File: src/rtl/flipflop_pkg.sv
// Shared definitions for the flip-flop conversion library: JK command
// encodings and the legal counter width range.
package flipflop_pkg;

    localparam logic [1:0] JK_HOLD   = 2'b00;
    localparam logic [1:0] JK_RESET  = 2'b01;
    localparam logic [1:0] JK_SET    = 2'b10;
    localparam logic [1:0] JK_TOGGLE = 2'b11;

    localparam int WIDTH_MIN = 1;
    localparam int WIDTH_MAX = 16;

endpackage

File: src/rtl/jk_ff_arn.sv
// One-bit JK flip-flop with asynchronous active-low reset to 0.
module jk_ff_arn
    import flipflop_pkg::*;
(
    input  logic clk,
    input  logic rst,
    input  logic j,
    input  logic k,
    output logic q
);

    always_ff @(posedge clk or negedge rst) begin
        if (!rst) begin
            q <= 1'b0;
        end else begin
            case ({j, k})
                JK_HOLD:   q <= q;
                JK_RESET:  q <= 1'b0;
                JK_SET:    q <= 1'b1;
                JK_TOGGLE: q <= ~q;
            endcase
        end
    end

endmodule

File: src/rtl/jk_updown_counter.sv
// Up/down counter with parallel load built from per-bit JK cells; this
// module computes the J/K excitation and the terminal-count/wrap flags.
module jk_updown_counter
    import flipflop_pkg::*;
#(
    parameter int WIDTH = 4
) (
    input  logic             clk,
    input  logic             rst,
    input  logic             en,
    input  logic             up,
    input  logic             load,
    input  logic [WIDTH-1:0] din,
    output logic [WIDTH-1:0] q,
    output logic             tc,
    output logic             wrap
);

    logic [WIDTH-1:0] ones_below;
    logic [WIDTH-1:0] zeros_below;
    logic [WIDTH-1:0] j;
    logic [WIDTH-1:0] k;

    // Bit i toggles when every lower bit is 1 (up) or 0 (down).
    always_comb begin
        ones_below     = '0;
        zeros_below    = '0;
        ones_below[0]  = 1'b1;
        zeros_below[0] = 1'b1;
        for (int i = 1; i < WIDTH; i++) begin
            ones_below[i]  = ones_below[i-1] & q[i-1];
            zeros_below[i] = zeros_below[i-1] & ~q[i-1];
        end
    end

    always_comb begin
        j = '0;
        k = '0;
        if (load) begin
            j = din;
            k = ~din;
        end else if (en) begin
            j = up ? ones_below : zeros_below;
            k = up ? ones_below : zeros_below;
        end
    end

    assign tc = en & ~load & ((up & (&q)) | (~up & ~(|q)));

    for (genvar b = 0; b < WIDTH; b++) begin : g_cell
        jk_ff_arn u_ff (
            .clk (clk),
            .rst (rst),
            .j   (j[b]),
            .k   (k[b]),
            .q   (q[b])
        );
    end

    always_ff @(posedge clk or negedge rst) begin
        if (!rst) begin
            wrap <= 1'b0;
        end else begin
            wrap <= tc;
        end
    end

endmodule

File: config.mk
export PLATFORM = sky130hd
export DESIGN_NAME = jk_updown_counter
export DESIGN_NICKNAME = d
export VERILOG_FILES = /design/src/rtl/flipflop_pkg.sv /design/src/rtl/jk_ff_arn.sv /design/src/rtl/jk_updown_counter.sv
export SDC_FILE = /design/constraint.sdc
export NUM_CORES = 1
export LEC_CHECK = 0
export CAP_MARGIN = 20
export CORE_UTILIZATION = 25
export CTS_BUF_LIST = sky130_fd_sc_hd__clkbuf_8 sky130_fd_sc_hd__clkbuf_16
export DETAILED_ROUTE_END_ITERATION = 16
export MAX_ROUTING_LAYER = met4
export PLACE_DENSITY = 0.65
export SYNTH_ARGS = -nofsm -noshare
export SYNTH_HDL_FRONTEND = slang
export SYNTH_SLANG_ARGS = --single-unit
File: constraint.sdc
create_clock -name clk -period 3 [get_ports clk]
set_input_delay 0.6 -clock clk [delete_from_list [all_inputs] [get_ports clk]]
set_output_delay 0.6 -clock clk [all_outputs]
set_load 0.02 [all_outputs]
==> impl_metrics.csv <==
group,metric,value,unit
route,drt_iter0_drc,3,
layout,sh_seq_area,0.240,
route,vias_per_cell,4.65,
pwr,seqPwrFrac,0.308,
worst_setup_path,critical_path.top_delay_family,"buffers and inverters",
synthesis,synth.net_count,44,
worst_hold_path,min_path_type,"input pin to async pin",
floorplan,core,1160,sq um
global_routing,grt_pass1_wl,1220,microns
worst_setup_path,startpoint,"up",
placed_design,dpl_worst_slack,120,ps
timing,finalHoldViolations,0,
pwr,power_switching,74.2,uW
timing,fin_crit,2540,ps
timing,setup_tns,0,ps
synthesis,top_area_frac,0.385,
route,wl_met3,41,microns
layout,clock_area_frac,0.0889,
layout,num-clock-buffers,3,
synthesis,ys_async_sr_fraction,1.00,
route,drt_wl_total,673,microns
placed_design,hpwl,509,microns
global_routing,grt_max_degree,10,
layout,buf_share,0.317,
worst_setup_path,cp_slowest_cell,"clkdlybuf4s50_1",
pwr,power.internal,202,uW
pwr,combPwrFrac,0.236,
layout,flops,5,
synthesis,ys_sh_xor,0.0808,
synthesis,top_logic_kind,"simple AND/OR/NAND/NOR gates",
worst_setup_path,endpoint,"tc",
floorplan,taps,14,
route,remaining_drc_errors,0,
timing,finalCritPeriodShare,0.847,
pwr,power,276,uW
pwr,p_per_area,530,nW/um^2
worst_setup_path,cp_max_fo,4,
synthesis,ys_types,22,
layout,logic_area,163,sq um
route,routedWlPerCell,10.4,microns
layout,regArea,125,sq um
layout,lay_top_count,"clkdlybuf4s50_1",
clocking,post_cts.repair.setup_buffers,0,
layout,fin_util,0.450,
global_routing,antenna_found_initial,0,
run,warnings,26,
floorplan,rows,12,
synthesis,yosys_warnings,0,
clocking,cts.sinks,5,
layout,fill_cells,115,
clocking,cts_resized,0,
layout,largest_register,"g_cell.u_ff.q",
run_status,status,"finished clean",
synthesis,yosys_cells,35,
layout,n_all_inverters,1,
synthesis,synth-main-ff-cell,"dfrtp_1",
pwr,powerClk,126,uW
layout,fin_cells,65,
pwr,power_leader,"the clock network",
clocking,cts_hold_buffers,0,
pwr,power_frac_clock,0.456,
worst_setup_path,cp-end-kind,"output pin",
timing,setup_viol,0,
floorplan,dieArea,1450,sq um
global_routing,use_met3,0.0349,
route,drtPass1Iterations,2,
global_routing,grt.busiest_layer,"met2",
synthesis,synthMostInstantiatedCell,"dfrtp_1",
floorplan,pin_count,15,
route,route.met2.wl,320,microns
placement_by_type.png
Drawn at 10 px/micron.
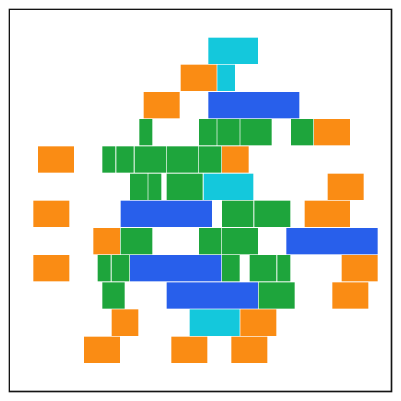
[blue] sequential cells | cells: 5
[green] combinational and other logic | cells: 25
[orange] remaining buffers and delay cells | cells: 17
[cyan] clock drivers and dummy loads | cells: 4

detail.png
Window x 7 to 32, y 0 to 25 microns. Cells in grey, sequential cells in the stronger grey; small squares are vias.
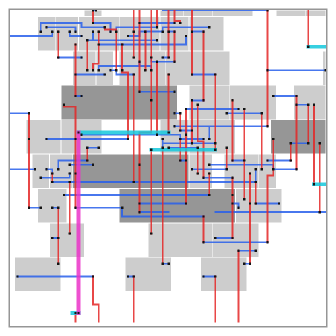
[red] metal 2
[magenta] metal 4
[cyan] metal 3
[blue] metal 1
netlist names of flops here include: g_cell.u_ff.q (3)
most frequent: clkdlybuf4s50_1 (4), dfrtp_1 (3), buf_4 (3)
cells with their middle in the window: 33
sequential cells in the window: 3

io_placement.png
Drawn at 12 px/micron. Pins as bars across the die edge, other pins in grey.
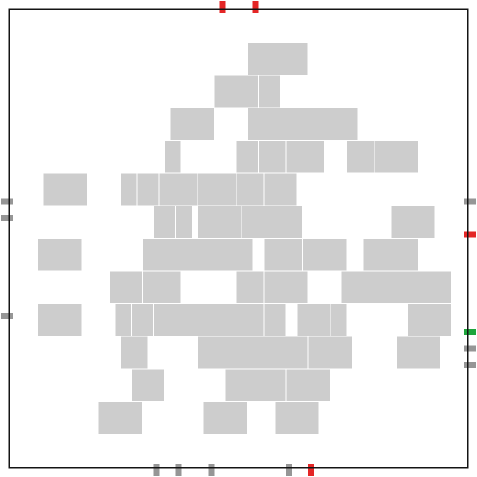
[red] q | pins: 4 | direction: output | edge: 2 north, 1 east, 1 south
[green] tc | pins: 1 | direction: output | edge: east
all pins by edge: 5 south, 5 east, 3 west, 2 north
die width: 38.1 microns
chip height: 38.1 microns
IO buf count: 14

No activity file was given, so power comes from the tool's default toggle rates.
